## config.mk

```make
export PLATFORM = sky130hd
export DESIGN_NAME = ps2_rx_fifo
export DESIGN_NICKNAME = d
export VERILOG_FILES = /design/src/rtl/ps2_pkg.sv /design/src/rtl/sync_fifo.sv /design/src/rtl/ps2_rx_fifo.sv
export SDC_FILE = /design/constraint.sdc
export NUM_CORES = 1
export LEC_CHECK = 0
export ABC_CLOCK_PERIOD_IN_PS = 6400
export CORE_ASPECT_RATIO = 1.1
export CORE_UTILIZATION = 55
export DETAILED_ROUTE_END_ITERATION = 6
export PLACE_DENSITY = 0.73
export RECOVER_POWER = 100
export SLEW_MARGIN = 10
export SYNTH_ARGS = -nofsm -noshare
export SYNTH_HDL_FRONTEND = slang
export SYNTH_SLANG_ARGS = --single-unit
```

## constraint.sdc

```tcl
create_clock -name clk_i -period 6.4 [get_ports clk_i]
set_input_delay 1.92 -clock clk_i [delete_from_list [all_inputs] [get_ports clk_i]]
set_output_delay 1.92 -clock clk_i [all_outputs]
set_load 0.02 [all_outputs]
```

## src/rtl/ps2_pkg.sv

```systemverilog
// Shared types and constants for the PS/2 receive path: frame states, prefix
// codes and the {ext, brk, code} FIFO entry layout.
package ps2_pkg;

  localparam logic [7:0] PS2_EXT = 8'hE0;
  localparam logic [7:0] PS2_BRK = 8'hF0;
  localparam int         ENTRY_W = 10;

  typedef enum logic [1:0] {
    IDLE   = 2'd0,
    DATA   = 2'd1,
    PARITY = 2'd2,
    STOP   = 2'd3
  } frame_state_e;

  typedef struct packed {
    logic       ext;
    logic       brk;
    logic [7:0] code;
  } ps2_entry_t;

  // PS/2 uses odd parity: data bits plus parity bit must hold an odd number of ones.
  function automatic logic odd_parity_ok(input logic [7:0] data, input logic par);
    return ^{data, par};
  endfunction

endpackage

```

## src/rtl/sync_fifo.sv

```systemverilog
// First-word fall-through FIFO; a push into a full FIFO is only taken when a
// pop happens in the same cycle.
module sync_fifo #(
  parameter int WIDTH = 10,
  parameter int DEPTH = 8
) (
  input  logic                   clk_i,
  input  logic                   rst_i,
  input  logic                   push_i,
  input  logic [WIDTH-1:0]       data_i,
  input  logic                   pop_i,
  output logic [WIDTH-1:0]       data_o,
  output logic                   full_o,
  output logic                   empty_o,
  output logic [$clog2(DEPTH):0] count_o
);

  localparam int               PTR_W   = $clog2(DEPTH);
  localparam logic [PTR_W:0]   DEPTH_C = (PTR_W+1)'(DEPTH);

  logic [WIDTH-1:0] mem_r [DEPTH];
  logic [PTR_W-1:0] wptr_r;
  logic [PTR_W-1:0] rptr_r;
  logic [PTR_W:0]   count_r;
  logic             do_pop_s;
  logic             do_push_s;

  assign full_o  = (count_r == DEPTH_C);
  assign empty_o = (count_r == '0);
  assign count_o = count_r;
  assign data_o  = mem_r[rptr_r];

  // Accepted push/pop qualification.
  always_comb begin
    do_pop_s  = pop_i && !empty_o;
    do_push_s = push_i && (!full_o || do_pop_s);
  end

  // Pointers and occupancy; pointers wrap naturally since DEPTH is a power of 2.
  always_ff @(posedge clk_i or posedge rst_i) begin
    if (rst_i) begin
      wptr_r  <= '0;
      rptr_r  <= '0;
      count_r <= '0;
    end else begin
      if (do_push_s) wptr_r <= wptr_r + 1'b1;
      if (do_pop_s)  rptr_r <= rptr_r + 1'b1;
      case ({do_push_s, do_pop_s})
        2'b10:   count_r <= count_r + 1'b1;
        2'b01:   count_r <= count_r - 1'b1;
        default: count_r <= count_r;
      endcase
    end
  end

  // Storage is cleared on reset so the head reads as zero while empty.
  always_ff @(posedge clk_i or posedge rst_i) begin
    if (rst_i) begin
      for (int i = 0; i < DEPTH; i++) mem_r[i] <= '0;
    end else if (do_push_s) begin
      mem_r[wptr_r] <= data_i;
    end
  end

endmodule

```

## src/rtl/ps2_rx_fifo.sv

```systemverilog
// PS/2 keyboard receiver: pin sync, clock filter, frame FSM with timeout,
// E0/F0 prefix folding and a buffered valid/ready output.
module ps2_rx_fifo
  import ps2_pkg::*;
#(
  parameter int FILTER_LEN  = 4,
  parameter int TIMEOUT_CYC = 5000,
  parameter int FIFO_DEPTH  = 8
) (
  input  logic                        clk_i,
  input  logic                        rst_i,
  input  logic                        ps2_clk_i,
  input  logic                        ps2_data_i,
  output logic [7:0]                  code_o,
  output logic                        ext_o,
  output logic                        brk_o,
  output logic                        valid_o,
  input  logic                        ready_i,
  output logic                        err_o,
  output logic                        ovf_o,
  output logic [$clog2(FIFO_DEPTH):0] count_o
);

  localparam int            FW        = $clog2(FILTER_LEN);
  localparam logic [FW-1:0] FILT_LAST = FW'(FILTER_LEN - 1);
  localparam int            TW        = $clog2(TIMEOUT_CYC + 1);
  localparam logic [TW-1:0] TMO_LAST  = TW'(TIMEOUT_CYC - 1);

  logic          clk_meta_r, clk_sync_r, dat_meta_r, dat_sync_r;
  logic          filt_r, fall_r;
  logic [FW-1:0] filt_cnt_r;
  frame_state_e  state_r, state_nx_s;
  logic [7:0]    shift_r;
  logic [2:0]    bit_cnt_r;
  logic          par_r;
  logic [TW-1:0] tmo_cnt_r;
  logic          tmo_hit_s, byte_ok_s, frame_err_s;
  logic          ext_pend_r, brk_pend_r, push_r, err_r;
  ps2_entry_t    push_data_r, head_s;
  logic          full_s, empty_s, pop_s;

  // Two-flop synchronisers; idle bus level is high.
  always_ff @(posedge clk_i or posedge rst_i) begin
    if (rst_i) begin
      clk_meta_r <= 1'b1;
      clk_sync_r <= 1'b1;
      dat_meta_r <= 1'b1;
      dat_sync_r <= 1'b1;
    end else begin
      clk_meta_r <= ps2_clk_i;
      clk_sync_r <= clk_meta_r;
      dat_meta_r <= ps2_data_i;
      dat_sync_r <= dat_meta_r;
    end
  end

  // Clock filter: accept a new level after FILTER_LEN consecutive samples of it.
  always_ff @(posedge clk_i or posedge rst_i) begin
    if (rst_i) begin
      filt_r     <= 1'b1;
      filt_cnt_r <= '0;
      fall_r     <= 1'b0;
    end else begin
      fall_r <= 1'b0;
      if (clk_sync_r != filt_r) begin
        if (filt_cnt_r == FILT_LAST) begin
          filt_r     <= clk_sync_r;
          filt_cnt_r <= '0;
          fall_r     <= ~clk_sync_r;
        end else begin
          filt_cnt_r <= filt_cnt_r + 1'b1;
        end
      end else begin
        filt_cnt_r <= '0;
      end
    end
  end

  assign tmo_hit_s = (state_r != IDLE) && !fall_r && (tmo_cnt_r == TMO_LAST);

  // Frame state register.
  always_ff @(posedge clk_i or posedge rst_i) begin
    if (rst_i) state_r <= IDLE;
    else       state_r <= state_nx_s;
  end

  // Frame next-state logic; a timeout overrides everything.
  always_comb begin
    state_nx_s = state_r;
    if (tmo_hit_s) begin
      state_nx_s = IDLE;
    end else if (fall_r) begin
      case (state_r)
        IDLE:    state_nx_s = dat_sync_r ? IDLE : DATA;
        DATA:    state_nx_s = (bit_cnt_r == 3'd7) ? PARITY : DATA;
        PARITY:  state_nx_s = STOP;
        STOP:    state_nx_s = IDLE;
        default: state_nx_s = IDLE;
      endcase
    end else begin
      state_nx_s = state_r;
    end
  end

  // Frame outcome strobes, valid on the stop-bit fall.
  always_comb begin
    byte_ok_s   = 1'b0;
    frame_err_s = 1'b0;
    if (fall_r && (state_r == STOP)) begin
      if (dat_sync_r && odd_parity_ok(shift_r, par_r)) byte_ok_s = 1'b1;
      else                                             frame_err_s = 1'b1;
    end else begin
      byte_ok_s   = 1'b0;
      frame_err_s = 1'b0;
    end
  end

  // Shift register, bit count, parity latch and stall timer.
  always_ff @(posedge clk_i or posedge rst_i) begin
    if (rst_i) begin
      shift_r   <= '0;
      bit_cnt_r <= '0;
      par_r     <= 1'b0;
      tmo_cnt_r <= '0;
    end else begin
      if (fall_r) begin
        case (state_r)
          IDLE: begin
            shift_r   <= '0;
            bit_cnt_r <= '0;
          end
          DATA: begin
            shift_r   <= {dat_sync_r, shift_r[7:1]};
            bit_cnt_r <= bit_cnt_r + 3'd1;
          end
          PARITY:  par_r <= dat_sync_r;
          default: par_r <= par_r;
        endcase
      end
      if (fall_r || (state_r == IDLE) || tmo_hit_s) tmo_cnt_r <= '0;
      else                                          tmo_cnt_r <= tmo_cnt_r + 1'b1;
    end
  end

  // Prefix decoder: E0/F0 become flags carried into the next plain code.
  always_ff @(posedge clk_i or posedge rst_i) begin
    if (rst_i) begin
      ext_pend_r  <= 1'b0;
      brk_pend_r  <= 1'b0;
      push_r      <= 1'b0;
      push_data_r <= '0;
      err_r       <= 1'b0;
    end else begin
      push_r <= 1'b0;
      err_r  <= 1'b0;
      if (frame_err_s || tmo_hit_s) begin
        err_r      <= 1'b1;
        ext_pend_r <= 1'b0;
        brk_pend_r <= 1'b0;
      end else if (byte_ok_s) begin
        case (shift_r)
          PS2_EXT: ext_pend_r <= 1'b1;
          PS2_BRK: brk_pend_r <= 1'b1;
          default: begin
            push_r      <= 1'b1;
            push_data_r <= '{ext: ext_pend_r, brk: brk_pend_r, code: shift_r};
            ext_pend_r  <= 1'b0;
            brk_pend_r  <= 1'b0;
          end
        endcase
      end
    end
  end

  assign pop_s = valid_o && ready_i;

  sync_fifo #(
    .WIDTH (ENTRY_W),
    .DEPTH (FIFO_DEPTH)
  ) u_fifo (
    .clk_i   (clk_i),
    .rst_i   (rst_i),
    .push_i  (push_r),
    .data_i  (push_data_r),
    .pop_i   (pop_s),
    .data_o  (head_s),
    .full_o  (full_s),
    .empty_o (empty_s),
    .count_o (count_o)
  );

  assign valid_o = !empty_s;
  assign code_o  = head_s.code;
  assign ext_o   = head_s.ext;
  assign brk_o   = head_s.brk;
  assign err_o   = err_r;
  assign ovf_o   = push_r && full_s && !pop_s;

endmodule
```

Run 1, clock wires, drivers and flops:
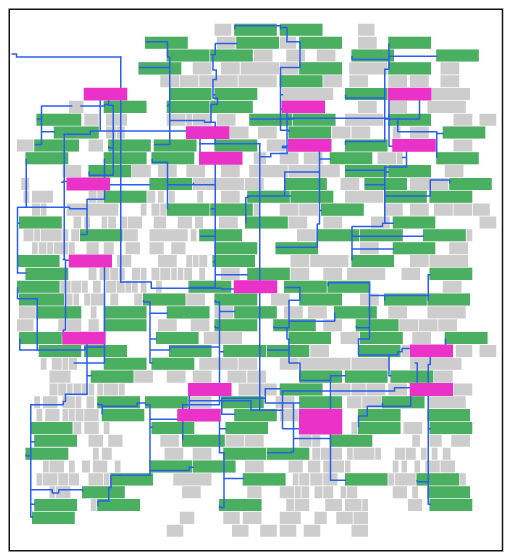
legend:
  clock drivers:
    color: magenta
    count: 17
  clock wires:
    color: blue
    length: 1560 µm
  flip-flops:
    color: green
    count: 139
routed clock nets: 18
worst-skew pair later-pin latency: 410 ps
power attributed to the clock group: 1.10 mW
share of total power in the clock network: 0.456
final clock skew: 6.25 ps

Run 1, wiring heat map:
Bar = 20 µm. 21 x 23 tiles, from dark purple (low) to yellow (high), scaled to the fullest tile. Values are wire area over tile area, all layers added.
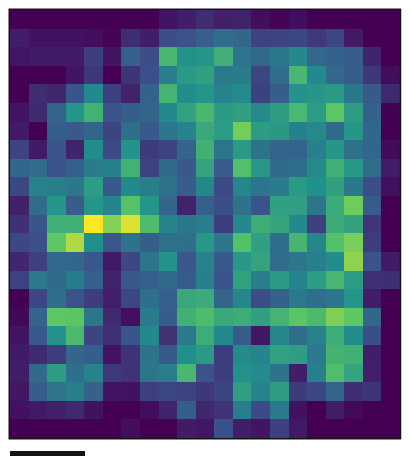
tiles over half the peak: 23%
emptiest ninth of the die: upper left
mean over tiles: 0.15
nearly empty tiles: 11%
final routed wire length divided by cell count: 18.1 µm
final wirelength: 11600 µm
via count: 3646
GR Util All Layers: 0.216

==> results_dict.tcl, run 1 <==
# flow metrics
set metrics [dict create \
    synth.cells.most_frequent "sky130_fd_sc_hd__dfrtp_1 (134), sky130_fd_sc_hd__mux2_2 (94), sky130_fd_sc_hd__nand2_1 (38)" \
    period_needed_ps 5440 \
    initial_utilization 0.571 \
    outcome "finished with violations" \
    area.combinational_um2 2630 \
    mappedNetlistNets 471 \
    synth_flop_count 139 \
    synth_cell_types 42 \
    grt_util_met2 0.364 \
    drt-met1-wl_um 5290 \
    cts.sinks 139 \
    layout_top_cell_excl_fill_tap "sky130_fd_sc_hd__dfrtp_1" \
    drv_slew 58 \
    final-clk-cell-share 0.0921 \
    grt_most_used_layer "met2" \
    grt_max_degree 106 \
    combinationalPowerShare 0.113 \
    yosysCellCount 457 \
    timing.final.ws_setup_ps 965 \
    met1_usage 0.283 \
    use_met3 0.0393 \
    design_power_total_mw 2.40 \
    synth_chip_area_um2 6310 \
    drt_first_pass_iters 4 \
    finalCoreUtilization 0.654 \
    dieWidth_um 104 \
    regToRegEndpoint "u_fifo.mem_r[32]" \
    rsz0062_at_grt "false" \
    drv.max_cap_violation_count 3 \
    critPathArrivalTime_ps 5730 \
    placement.setup.worst_slack_ps 1240 \
    clock_buffers 20 \
    drt-initial-drc-count 138 \
    num-multi-input-gates 290 \
    final_min_period_over_clock_period 0.849 \
    powerComb_mw 0.272 \
    critical_path.startpoint "ready_i" \
    sw_frac_of_total 0.247 \
    cts.htree.levels 4 \
    r2r_start "u_fifo.count_o[0]" \
    placed_cells_incl_taps 610 \
    fin_hold_ws_ps 357 \
    signal_buffer_area_fraction 0.0311 \
    top_area_cell_class "flip-flops and latches" \
    gp_congestion 0.772 \
    power.density_cell_area_nw_per_um2 332 \
    yosysMostFrequentCell "sky130_fd_sc_hd__dfrtp_1" \
    num_tap_cells 147 \
    seqAreaFraction 0.482 \
    total_switching_power_mw 0.594 \
    failed_checks "capacitance limit, slew limit" \
    final_tally_of_hold_violations 0 \
    num-nonclk-inverters 10 \
    async_flop_share 1.00 \
    hold_class "flop to flop" \
    layout_top_cells_excl_fill_tap "sky130_fd_sc_hd__dfrtp_1 (134), sky130_fd_sc_hd__mux2_2 (91), sky130_fd_sc_hd__nand2_1 (39), sky130_fd_sc_hd__nor2_1 (21)" \
    largest_register "u_fifo.mem_r" \
]
Run 1, sizing map:
Bar = 20 µm.
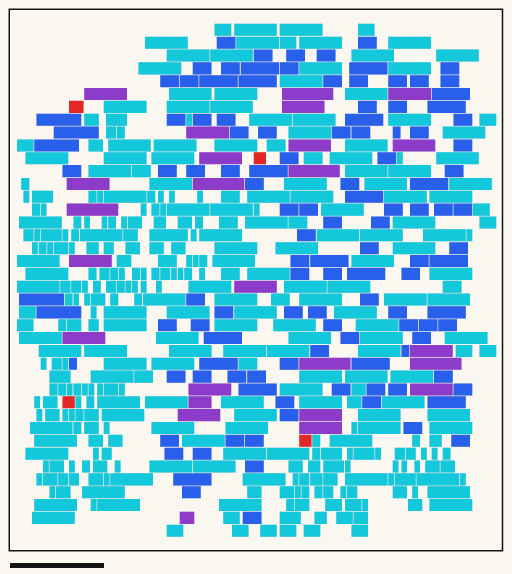
legend:
  _2 cells:
    color: blue
    cells: 119
    share: 24%
  _6 and larger:
    color: purple
    cells: 25
    share: 5.1%
  _3 and _4 cells:
    color: red
    cells: 4
    share: 0.81%
  _0 and _1 cells:
    color: cyan
    cells: 347
    share: 70%
Synth-to-Final Area Change: 14.5%
number of buffers outside the clock class in the layout: 24

==> run 1: critical path, stage by stage <==
cell and delay [ps]:
sky130_fd_sc_hd__dlygate4sd3_1 550, sky130_fd_sc_hd__inv_1 60, sky130_fd_sc_hd__a31oi_1 390, sky130_fd_sc_hd__inv_1 240
sky130_fd_sc_hd__nor4b_1 2100, sky130_fd_sc_hd__mux2_2 470
==> run 1: logic make-up (layout without fill, tap and decap cells) <==
family                     Yosys count  after routing  synth area share
AOI/OAI and AO/OA                   27             27            0.0258
xor gates and xnor gates            28             28            0.0410
adders and majority gates            9              9            0.0178
buffers and inverters               28             66            0.0204
DFF                                139            139             0.552
muxes                              123            123             0.260
and+or+nand+nor                    103            103            0.0825
Run 1, register map, names as in the netlist:
Other sequential cells in the stronger gray, the rest of the logic in the fainter gray.
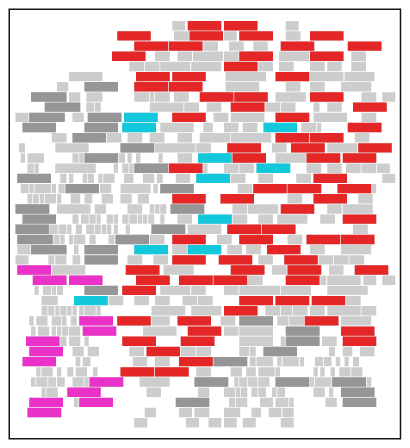

--- run 2 (diff from run 1) ---
--- a/config.mk
+++ b/config.mk
@@ -5,7 +5,7 @@
 export SDC_FILE = /design/constraint.sdc
 export NUM_CORES = 1
 export LEC_CHECK = 0
-export ABC_CLOCK_PERIOD_IN_PS = 6400
+export ABC_CLOCK_PERIOD_IN_PS = 5100
 export CORE_ASPECT_RATIO = 1.1
 export CORE_UTILIZATION = 55
 export DETAILED_ROUTE_END_ITERATION = 6
==> constraint.sdc (replaced) <==
create_clock -name clk_i -period 5.1 [get_ports clk_i]
set_input_delay 1.53 -clock clk_i [delete_from_list [all_inputs] [get_ports clk_i]]
set_output_delay 1.53 -clock clk_i [all_outputs]
set_load 0.02 [all_outputs]
Run 2, register map, names as in the netlist:
Other sequential cells in the stronger gray, the rest of the logic in the fainter gray.
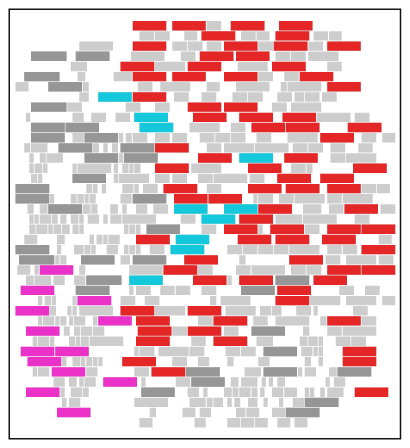
legend:
  `tmo_cnt_r`:
    color: magenta
    flops: 13
    where: lower left
  `push_data_r`:
    color: cyan
    flops: 10
    where: center
  `u_fifo.mem_r`:
    color: red
    flops: 80
post-route core utilization: 0.643
share of cell area taken by flip-flops and latches: 0.490
Sequential Power: 1.27 mW
footprint of the flip-flops and latches: 3480 µm²

Run 2, cell outlines without signal wires:
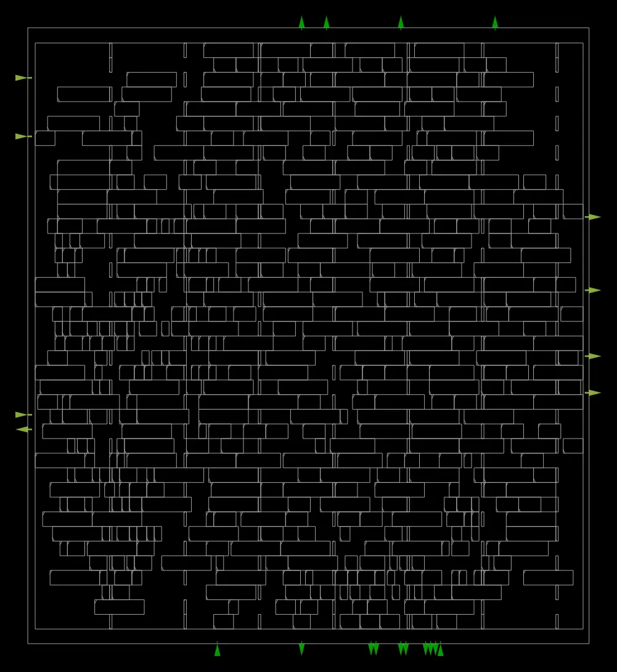
Fill cells: 848
number of tap instances: 147
post-route non-filler standard cell count: 646
Flops: 139

==> run 2 against run 1 <==
  * The flow still finishes with violations (capacitance limit, slew limit)
  * Clock-buffer cell count increased by 4
  * Routed wire length fell by 1.5%
  * Synthesized area stayed put
  * Via count up 0.36%
  * Final cell count grew 0.62%
  * Sequential share of layout area rose by 0.81 points
  * First-iteration DRC count down 15%
  * Worst hold slack improved by 0.88 ps
  * Critical endpoint is now u_fifo.mem_r[15]
  * Largest cell class unchanged
  * Highest routed layer unchanged
==> results_dict.tcl, run 2 <==
# flow metrics
set metrics [dict create \
    outcome "finished with violations" \
    clock_power_share 0.394 \
    cts.sinks 139 \
    drv.max_cap_violation_count 2 \
    powerComb_mw 0.380 \
    critical_path.startpoint "ready_i" \
    biggestRegsByFlops "u_fifo.mem_r x80, tmo_cnt_r x13, push_data_r x10" \
    drt-met1-wl_um 5300 \
    final_design_area_no_fill_um2 7110 \
    period_needed_ps 4540 \
    final.setup_skew_ps 5.97 \
    clock_net_power_mw 1.07 \
    dieWidth_um 104 \
    drv_slew 49 \
    r2r_start "u_fifo.count_o[1]" \
    async_flop_share 1.00 \
    number_of_post_cts_setup_repair_buffers 0 \
    met1_usage 0.284 \
    sw_frac_of_total 0.267 \
    grt_usage 0.218 \
    final.setup.tns_ps 0 \
    grt_most_used_layer "met2" \
    final_min_period_over_clock_period 0.890 \
    io-pin-count 22 \
    yosysCellCount 457 \
    initial_utilization 0.571 \
    slowest_delay_ps 1560 \
    regToRegEndpoint "u_fifo.mem_r[15]" \
    rsz0062_at_grt "false" \
    synth_chip_area_um2 6310 \
    final-clk-cell-share 0.0727 \
    stage_log_warnings 27 \
    synth_flop_count 139 \
    crit_slowest_cell "sky130_fd_sc_hd__nor3_1" \
    postSynthSeqShare 0.552 \
    area.combinational_um2 2630 \
    dpl_cell_area_um2 6700 \
    critPathArrivalTime_ps 4830 \
    cts.htree.levels 4 \
    yosysMostFrequentCell "sky130_fd_sc_hd__dfrtp_1" \
    layout_top_cell_excl_fill_tap "sky130_fd_sc_hd__dfrtp_1" \
    proportion_of_netlist_area_held_by_the_largest_area_contributor 0.531 \
    layout_top_cells_excl_fill_tap "sky130_fd_sc_hd__dfrtp_1 (134), sky130_fd_sc_hd__mux2_2 (94), sky130_fd_sc_hd__nand2_1 (39), sky130_fd_sc_hd__nor2_1 (21), sky130_fd_sc_hd__mux4_2 (20)" \
    use_met3 0.0524 \
    routed-via-count 3659 \
    critical_path.most_common_cell "sky130_fd_sc_hd__inv_1" \
    placement.setup.worst_slack_ps 709 \
    drt_wl_total_um 11500 \
    grt_max_degree 55 \
    slew_headroom -0.319 \
    top_area_cell_class "flip-flops and latches" \
    drt_first_pass_iters 4 \
    synth_cell_types 42 \
    drt-initial-drc-count 117 \
    final.signal_buffer_count 28 \
    fin_hold_ws_ps 357 \
    hold_class "flop to flop" \
    post_synth_inst_count 457 \
    yosysTopAreaCell "sky130_fd_sc_hd__dfrtp_1" \
    num-multi-input-gates 290 \
    die_area_um2 11900 \
    num-nonclk-inverters 10 \
    total_switching_power_mw 0.725 \
    final_tally_of_hold_violations 0 \
    grt_util_met2 0.355 \
    power.density_cell_area_nw_per_um2 382 \
    syn-cell-area_um2 6310 \
    placed_cells_incl_taps 614 \
    clock.latency.late_pin_ps 420 \
    timing.final.ws_setup_ps 560 \
    holdBufCountCts 0 \
    gp_congestion 0.764 \
    worstPathCellList "dlygate4sd3_1 > inv_1 > a31oi_1 > inv_1 > nor3_1 > mux2_2" \
    syn_to_final_growth_pct 12.7 \
    design_power_total_mw 2.72 \
    synth.cells.most_frequent "sky130_fd_sc_hd__dfrtp_1 (134), sky130_fd_sc_hd__mux2_2 (94), sky130_fd_sc_hd__nand2_1 (38)" \
    seqPwrFrac 0.467 \
    drc_violations 0 \
    combinationalPowerShare 0.140 \
    signal_buffer_area_fraction 0.0364 \
    failed_checks "capacitance limit, slew limit" \
    vdd_ir_drop_max_uv 198 \
    clock_buffers 24 \
    mappedNetlistNets 471 \
    detail_route.wl_per_cell_um 17.7 \
    largest_register "u_fifo.mem_r" \
]
## run 2: cell counts after synthesis
No cell type changed its count.
## run 2: cells by family (layout without fill, tap and decap cells)
| kind of cell | Yosys count | after routing | synth area share |
|---|---|---|---|
| mux | 123 | 123 | 0.260 |
| compound gates | 27 | 27 | 0.0258 |
| fa+ha+maj | 9 | 9 | 0.0178 |
| xor+xnor | 28 | 28 | 0.0410 |
| simple gates | 103 | 103 | 0.0825 |
| buf+inv | 28 | 70 | 0.0204 |
| flops | 139 | 139 | 0.552 |
## run 2: critical path, delay by kind of cell
| family | cells | cell delay, ps |
|---|---|---|
| AND/OR/NAND/NOR | 1 | 1560 |
| buffers and inverters | 3 | 860 |
| multiplexers | 1 | 450 |
| AND-OR/OR-AND | 1 | 420 |
Run 2, clock wires, drivers and flops:
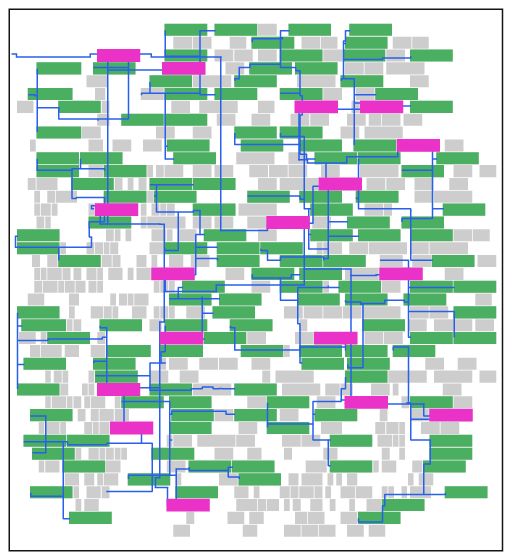

--- run 3 (diff from run 2) ---
--- a/config.mk
+++ b/config.mk
@@ -9,6 +9,7 @@
 export CORE_ASPECT_RATIO = 1.1
 export CORE_UTILIZATION = 55
 export DETAILED_ROUTE_END_ITERATION = 6
+export MAX_ROUTING_LAYER = met4
 export PLACE_DENSITY = 0.73
 export RECOVER_POWER = 100
 export SLEW_MARGIN = 10
Run 3, clock wires, drivers and flops:
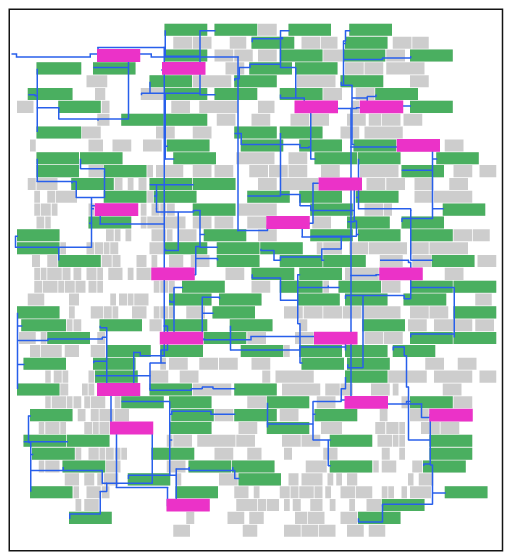
legend:
  clock drivers:
    color: magenta
    count: 17
  clock wires:
    color: blue
    length: 1590 µm
  flip-flops:
    color: green
    count: 139
routed clock nets: 18
power attributed to the clock group: 1.07 mW
final clock skew: 4.97 ps
share of total power in the clock network: 0.393

Run 3, metal 4:
Bar = 20 µm. Supply wires on this layer in gray.
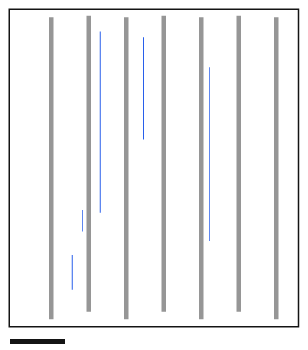
main direction: vertical
longest straight run: 65.3 µm
nets with wire on the layer: 2
share of all routed wire: 1.6%
wire length on this layer: 184 µm
via count: 3662
final wirelength: 11500 µm

==> run 3 against run 2 <==
  * The flow still finishes with violations (capacitance limit, slew limit)
  * Cell area is the same
  * Die size is the same
  * Fmax is 0.19% higher
  * Combinational power about the same
  * Global-route usage rose by 0.63 points
  * Critical path depth down 2
  * Largest power group unchanged
==> results_dict.tcl, run 3 <==
# flow metrics
set metrics [dict create \
    outcome "finished with violations" \
    failed_checks "capacitance limit, slew limit" \
    yosysCellCount 457 \
    yosys.area_share.simple 0.0825 \
    cts.sinks 139 \
    initial_utilization 0.571 \
    clock.latency.late_pin_ps 420 \
    use_met3 0.0507 \
    synth.comb.largest_family "multiplexers" \
    powerComb_mw 0.381 \
    postSynthSeqShare 0.552 \
    hold_class "flop to flop" \
    seqPwrFrac 0.467 \
    design_power_total_mw 2.72 \
    regToRegEndpoint "u_fifo.mem_r[15]" \
    drt_first_pass_iters 4 \
    grt_most_used_layer "met2" \
    post_synth_inst_count 457 \
    critPathArrivalTime_ps 3000 \
    sw_frac_of_total 0.267 \
    placed_cells_incl_taps 614 \
    vdd_ir_drop_max_uv 198 \
    slowest_delay_ps 670 \
    met1_usage 0.284 \
    final_cell_count_no_fill 646 \
    number_of_post_cts_setup_repair_buffers 0 \
    layout_top_cells_excl_fill_tap "sky130_fd_sc_hd__dfrtp_1 (134), sky130_fd_sc_hd__mux2_2 (94), sky130_fd_sc_hd__nand2_1 (39), sky130_fd_sc_hd__nor2_1 (21), sky130_fd_sc_hd__mux4_2 (20)" \
    synth_adder_area_share 0.0178 \
    slew_headroom -0.296 \
    drv_slew 49 \
    die_area_um2 11900 \
    grt_max_degree 55 \
    critical_path_cell_count 4 \
    drv.max_cap_violation_count 2 \
    final.setup.tns_ps 0 \
    xor_share 0.0410 \
]
==> run 3: cell type report <==
type,count,area (µm²)
fillers,848,3950
inverters,10,38.8
clock buffers,24,472
flip-flops and latches,139,3480
repair buffers,28,259
clock inverters,8,45.0
multi-input cells,290,2630
well taps,147,184
==> run 3: through the flow <==
stage               setup WS, ps   util  hold slack (ps)
finish                       568  0.643              357
global placement             728  0.606              346
CTS                          703  0.653              360
detailed placement           709  0.606              352
floorplan                   1650      -              345
global route                 464  0.643              363
==> run 3: kinds of logic after synthesis <==
| kind of cell | after synthesis |
|---|---|
| AND/OR/NAND/NOR | 103 |
| flip-flops | 139 |
| multiplexers | 123 |
| adder cells (fa/ha/maj) | 9 |
| AND-OR/OR-AND | 27 |
| buffers and inverters | 28 |
| XOR/XNOR | 28 |
Power is estimated from default activity; no workload was simulated.
